$ cat src/rtl/lcd_sequencer.sv
// lcd_sequencer: walks the character/instruction word store and drives an
// HD44780-style 8-bit LCD bus. It plays words 0..NUM_WORDS-1 once after
// power-up, then refreshes LOOP_ADDR..NUM_WORDS-1 forever.
//
// state   | meaning
// --------+-------------------------------------------------------------
// POWERUP | LCD power-on settle time after reset
// FETCH   | latch {RS, DATA} of the word at addr (one cycle)
// SETUP   | RS/DATA stable, E low, before the enable strobe
// PULSE   | E high
// WAIT    | E low, LCD executing the word (longer for clear/home)
// REFRESH | idle gap between refresh passes, busy low
module lcd_sequencer #(
  parameter int NUM_WORDS         = 9,
  parameter int LOOP_ADDR         = 4,
  parameter int POWERUP_CYCLES    = 750000,
  parameter int SETUP_CYCLES      = 2,
  parameter int E_HIGH_CYCLES     = 12,
  parameter int CMD_WAIT_CYCLES   = 2500,
  parameter int CLEAR_WAIT_CYCLES = 82000,
  parameter int REFRESH_CYCLES    = 2500000
) (
  input  logic       clk_i,
  input  logic       rst_i,
  input  logic [8:0] rd_data_i,
  output logic [5:0] addr_o,
  output logic [7:0] lcd_data_o,
  output logic       lcd_rs_o,
  output logic       lcd_rw_o,
  output logic       lcd_e_o,
  output logic       busy_o,
  output logic       frame_done_o
);

  // One shared down-counter, wide enough for the longest interval.
  localparam int MAX_A   = (POWERUP_CYCLES > REFRESH_CYCLES) ? POWERUP_CYCLES : REFRESH_CYCLES;
  localparam int MAX_B   = (CLEAR_WAIT_CYCLES > CMD_WAIT_CYCLES) ? CLEAR_WAIT_CYCLES : CMD_WAIT_CYCLES;
  localparam int MAX_C   = (SETUP_CYCLES > E_HIGH_CYCLES) ? SETUP_CYCLES : E_HIGH_CYCLES;
  localparam int MAX_AB  = (MAX_A > MAX_B) ? MAX_A : MAX_B;
  localparam int MAX_ALL = (MAX_AB > MAX_C) ? MAX_AB : MAX_C;
  localparam int CNT_W   = $clog2(MAX_ALL + 1);

  typedef logic [CNT_W-1:0] cnt_t;

  localparam cnt_t PWR_LD   = cnt_t'(POWERUP_CYCLES - 1);
  localparam cnt_t SETUP_LD = cnt_t'(SETUP_CYCLES - 1);
  localparam cnt_t EHI_LD   = cnt_t'(E_HIGH_CYCLES - 1);
  localparam cnt_t CMD_LD   = cnt_t'(CMD_WAIT_CYCLES - 1);
  localparam cnt_t CLR_LD   = cnt_t'(CLEAR_WAIT_CYCLES - 1);
  localparam cnt_t REF_LD   = cnt_t'(REFRESH_CYCLES - 1);

  localparam logic [5:0] LAST_ADDR = 6'(NUM_WORDS - 1);
  localparam logic [5:0] LOOP_A    = 6'(LOOP_ADDR);

  typedef enum logic [2:0] {
    POWERUP = 3'd0,
    FETCH   = 3'd1,
    SETUP   = 3'd2,
    PULSE   = 3'd3,
    WAIT    = 3'd4,
    REFRESH = 3'd5
  } state_t;

  state_t     state_q, state_d;
  cnt_t       cnt_q, cnt_d;
  logic [5:0] addr_q, addr_d;
  logic [7:0] data_q, data_d;
  logic       rs_q, rs_d;
  logic       e_q, e_d;
  logic       fd_q, fd_d;
  logic       cnt_zero;
  logic       is_clear;

  assign cnt_zero = (cnt_q == '0);
  // Clear display (0x01) and return home (0x02) need the long execution wait.
  assign is_clear = ~rs_q & ((data_q == 8'h01) | (data_q == 8'h02));

  // State, counter, address and word-latch registers.
  always_ff @(posedge clk_i) begin
    if (rst_i) begin
      state_q <= POWERUP;
      cnt_q   <= PWR_LD;
      addr_q  <= '0;
      data_q  <= '0;
      rs_q    <= 1'b0;
      e_q     <= 1'b0;
      fd_q    <= 1'b0;
    end else begin
      state_q <= state_d;
      cnt_q   <= cnt_d;
      addr_q  <= addr_d;
      data_q  <= data_d;
      rs_q    <= rs_d;
      e_q     <= e_d;
      fd_q    <= fd_d;
    end
  end

  // Next-state logic: every timed state counts down and acts at zero.
  always_comb begin
    state_d = state_q;
    cnt_d   = cnt_q;
    addr_d  = addr_q;
    data_d  = data_q;
    rs_d    = rs_q;
    e_d     = e_q;
    fd_d    = 1'b0;
    case (state_q)
      POWERUP: begin
        if (cnt_zero) state_d = FETCH;
        else          cnt_d   = cnt_q - cnt_t'(1);
      end
      FETCH: begin
        rs_d    = rd_data_i[8];
        data_d  = rd_data_i[7:0];
        cnt_d   = SETUP_LD;
        state_d = SETUP;
      end
      SETUP: begin
        if (cnt_zero) begin
          e_d     = 1'b1;
          cnt_d   = EHI_LD;
          state_d = PULSE;
        end else begin
          cnt_d = cnt_q - cnt_t'(1);
        end
      end
      PULSE: begin
        if (cnt_zero) begin
          e_d     = 1'b0;
          cnt_d   = is_clear ? CLR_LD : CMD_LD;
          state_d = WAIT;
        end else begin
          cnt_d = cnt_q - cnt_t'(1);
        end
      end
      WAIT: begin
        if (cnt_zero) begin
          if (addr_q == LAST_ADDR) begin
            fd_d    = 1'b1;
            addr_d  = LOOP_A;
            cnt_d   = REF_LD;
            state_d = REFRESH;
          end else begin
            addr_d  = addr_q + 6'd1;
            state_d = FETCH;
          end
        end else begin
          cnt_d = cnt_q - cnt_t'(1);
        end
      end
      REFRESH: begin
        if (cnt_zero) state_d = FETCH;
        else          cnt_d   = cnt_q - cnt_t'(1);
      end
      default: begin
        state_d = POWERUP;
        cnt_d   = PWR_LD;
      end
    endcase
  end

  assign addr_o       = addr_q;
  assign lcd_data_o   = data_q;
  assign lcd_rs_o     = rs_q;
  assign lcd_rw_o     = 1'b0;
  assign lcd_e_o      = e_q;
  assign busy_o       = (state_q != REFRESH);
  assign frame_done_o = fd_q;

endmodule

$ cat config.mk
export PLATFORM = sky130hd
export DESIGN_NAME = lcd_sequencer
export DESIGN_NICKNAME = d
export VERILOG_FILES = /design/src/rtl/lcd_sequencer.sv
export SDC_FILE = /design/constraint.sdc
export NUM_CORES = 1
export LEC_CHECK = 0
export CAP_MARGIN = 20
export CORE_MARGIN = 2
export CORE_UTILIZATION = 55
export CTS_CLUSTER_DIAMETER = 30
export DETAILED_ROUTE_END_ITERATION = 7
export MAX_ROUTING_LAYER = met4
export PLACE_DENSITY = 0.77
export SETUP_SLACK_MARGIN = 0.05
export SYNTH_ARGS = -nofsm -noshare
export SYNTH_HDL_FRONTEND = slang
export SYNTH_SLANG_ARGS = --single-unit
$ cat constraint.sdc
create_clock -name clk_i -period 2.75 [get_ports clk_i]
set_clock_uncertainty 0.1 [all_clocks]
set_input_delay 0.55 -clock clk_i [delete_from_list [all_inputs] [get_ports clk_i]]
set_output_delay 0.55 -clock clk_i [all_outputs]
set_load 0.02 [all_outputs]
==> results.sh <==
# source this file to load flow results
export IMPL_dr_max_layer_used="met4"
export IMPL_yosysUniqueCellTypes=58
export IMPL_num_vias=2309
export IMPL_diodes=0
export IMPL_clk_pin_slew_ns=0.08
export IMPL_powerDensity_nw_per_um2=394
export IMPL_clock_latency_ns=0.30
export IMPL_final_cells=372
export IMPL_post_cts_resized=0
export IMPL_synth_edff_count=0
export IMPL_worstPathCellList="inv_1 > nor2_1 > nand2_1 > clkdlybuf4s50_1"
export IMPL_fmax_ghz=0.408
export IMPL_grt_usage_pct=27.3
export IMPL_grt_pass1_vias=2121
export IMPL_vias_per_cell=6.21
export IMPL_final_area_um2=2800
export IMPL_fin_setup_tns_ns=0
export IMPL_syn_instance_count=293
export IMPL_reg2reg_depth=5
export IMPL_netlist_area_um2=2390
export IMPL_syn_avg_cell_area_um2=8.15
export IMPL_die_x_um=69.9
export IMPL_relSlewSlack_pct=56.3
export IMPL_warnings=28
export IMPL_syn_nets=308
export IMPL_p_leak_nw=0.997
export IMPL_yosys_area_um2=2390
export IMPL_ys_async_sr_fraction_pct=0
export IMPL_finalSetupViolations=0
export IMPL_die_h_um=69.9
export IMPL_hold_class="reg -> reg"
export IMPL_wl_met3_um=534
export IMPL_grt_overflow_total=0
export IMPL_synth_seq_share_pct=35.2
export IMPL_postCtsHoldBufs=0
export IMPL_regArea_um2=841
export IMPL_cts_root_buf="clkbuf_8"
export IMPL_fin_crit_sh_pct=89.0
export IMPL_status="completed"
export IMPL_num_nets_final=336
export IMPL_logic_area_um2=1430
export IMPL_place_area_um2=2700
==> placed cells by master, fill, tap and decap left out, types with 3 or more instances in the layout <==
master and count:
and3_1 3, nand3_1 10, ha_1 4, o21ai_1 4, clkbuf_8 6, buf_4 7
nor3_1 17, nor2_1 20, or3_1 3, dfxtp_1 42, clkdlybuf4s50_1 28, xnor2_1 5
nand4_1 9, inv_1 9, xor2_1 8, a21oi_1 35, o21ai_0 17, nand2_1 38
nor4_4 3
==> where the power goes <==
part / internal (mW) / switching (mW)
Sequential: 0.613 / 0.00786
Clock: 0.203 / 0.214
Combinational: 0.0309 / 0.0339
Total: 0.846 / 0.256
==> final timing paths <==
| check | from | end | slack [ns] |
|---|---|---|---|
| max | state_q[2] | busy_o | 0.30 |
| min | lcd_data_o[3] | lcd_data_o[3] | 0.38 |
| max reg2reg | cnt_q[4] | cnt_q[18] | 0.38 |
| min reg2reg | lcd_data_o[3] | lcd_data_o[3] | 0.38 |
==> synthesized netlist by cell type (all sizes together) (5+ instances only) <==
master / n / area (µm²)
dfxtp: 42 / 841
nand2: 39 / 154
a21oi: 35 / 175
nor2: 21 / 81.3
o21ai: 21 / 105
nor3: 19 / 105
nand3: 11 / 60.1
nand4: 10 / 68.8
inv: 9 / 33.8
buf: 8 / 56.3
xor2: 8 / 70.1
nor4: 7 / 101
clkbuf: 6 / 22.5
xnor2: 5 / 43.8
==> final cells by class <==
| class | instances | area share (%) |
|---|---|---|
| multi-input cells | 228 | 51.3 |
| flip-flops and latches | 42 | 30.1 |
| repair buffers | 35 | 11.9 |
| clock buffers | 7 | 3.09 |
| well taps | 50 | 2.24 |
| inverters | 9 | 1.21 |
| clock inverters | 1 | 0.179 |
==> through the flow <==
stage,worst slack [ns],power [mW]
4_1_cts,0.318,1.11
3_5_place_dp,0.484,0.698
6_report,0.301,1.10
3_3_place_gp,0.503,0.697
5_1_grt,0.178,1.13
2_1_floorplan,0.728,0.669
==> state kept, by name (all words and copies together) (netlist names) <==
name	flops
state_q	3
lcd_e_o	1
lcd_data_o	8
addr_o	6
frame_done_o	1
lcd_rs_o	1
cnt_q	22
==> critical path: cells and delay by family (launching register included) <==
kind                   cells  cell delay (ns)
buffers and inverters      2             0.68
DFF                        1             0.55
and+or+nand+nor            2             0.27
==> cell families after synthesis <==
| family | after synthesis | share of synthesized area [%] |
|---|---|---|
| buffers and inverters | 23 | 4.72 |
| and+or+nand+nor | 129 | 31.6 |
| xor gates and xnor gates | 13 | 4.77 |
| DFF | 42 | 35.2 |
| muxes | 2 | 0.839 |
| other | 1 | 0.157 |
| AOI/OAI and AO/OA | 79 | 20.6 |
| adders and majority gates | 4 | 2.10 |
==> per-layer routing <==
metal	vias to the layer above	GRT usage (%)
li1	1123	-
met5	-	-
met4	0	8.76
met2	109	41.6
met1	1065	36.3
met3	12	5.92
**I/O nets highlighted**

Scale: 6 px per µm.
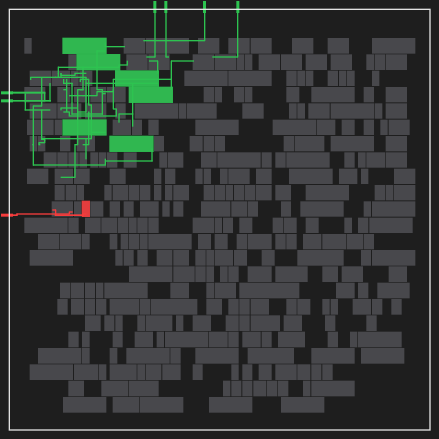
port	colour	bits	direction	edge	end cells	buffers	wire
busy_o	red	1	output	left	1	1	16.9 µm
addr_o	green	6	output	4 top, 2 left	6	6	311 µm
Ports: 30
Port Buffer Count: 28

**Sequential cells coloured by netlist name**

Scale: 4 px per µm.
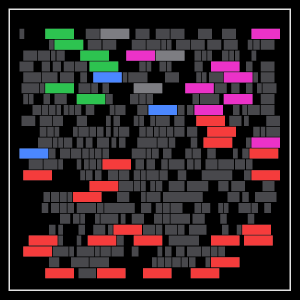
netlist name	colour	sequential cells
state_q	blue	3
cnt_q	red	22
lcd_data_o	magenta	8
addr_o	green	6
not coloured	3

**Clock nets**

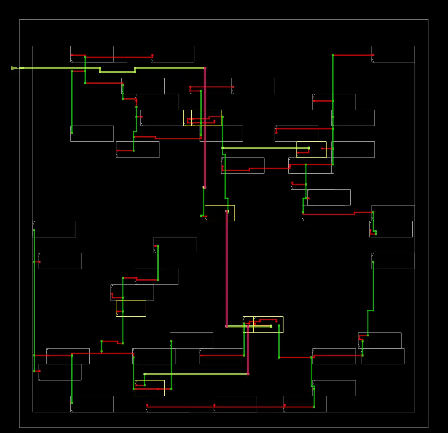
CTS Buf Count: 5
seq_cells: 42

Power figures rest on the tool's default switching activity, not on a simulated workload.
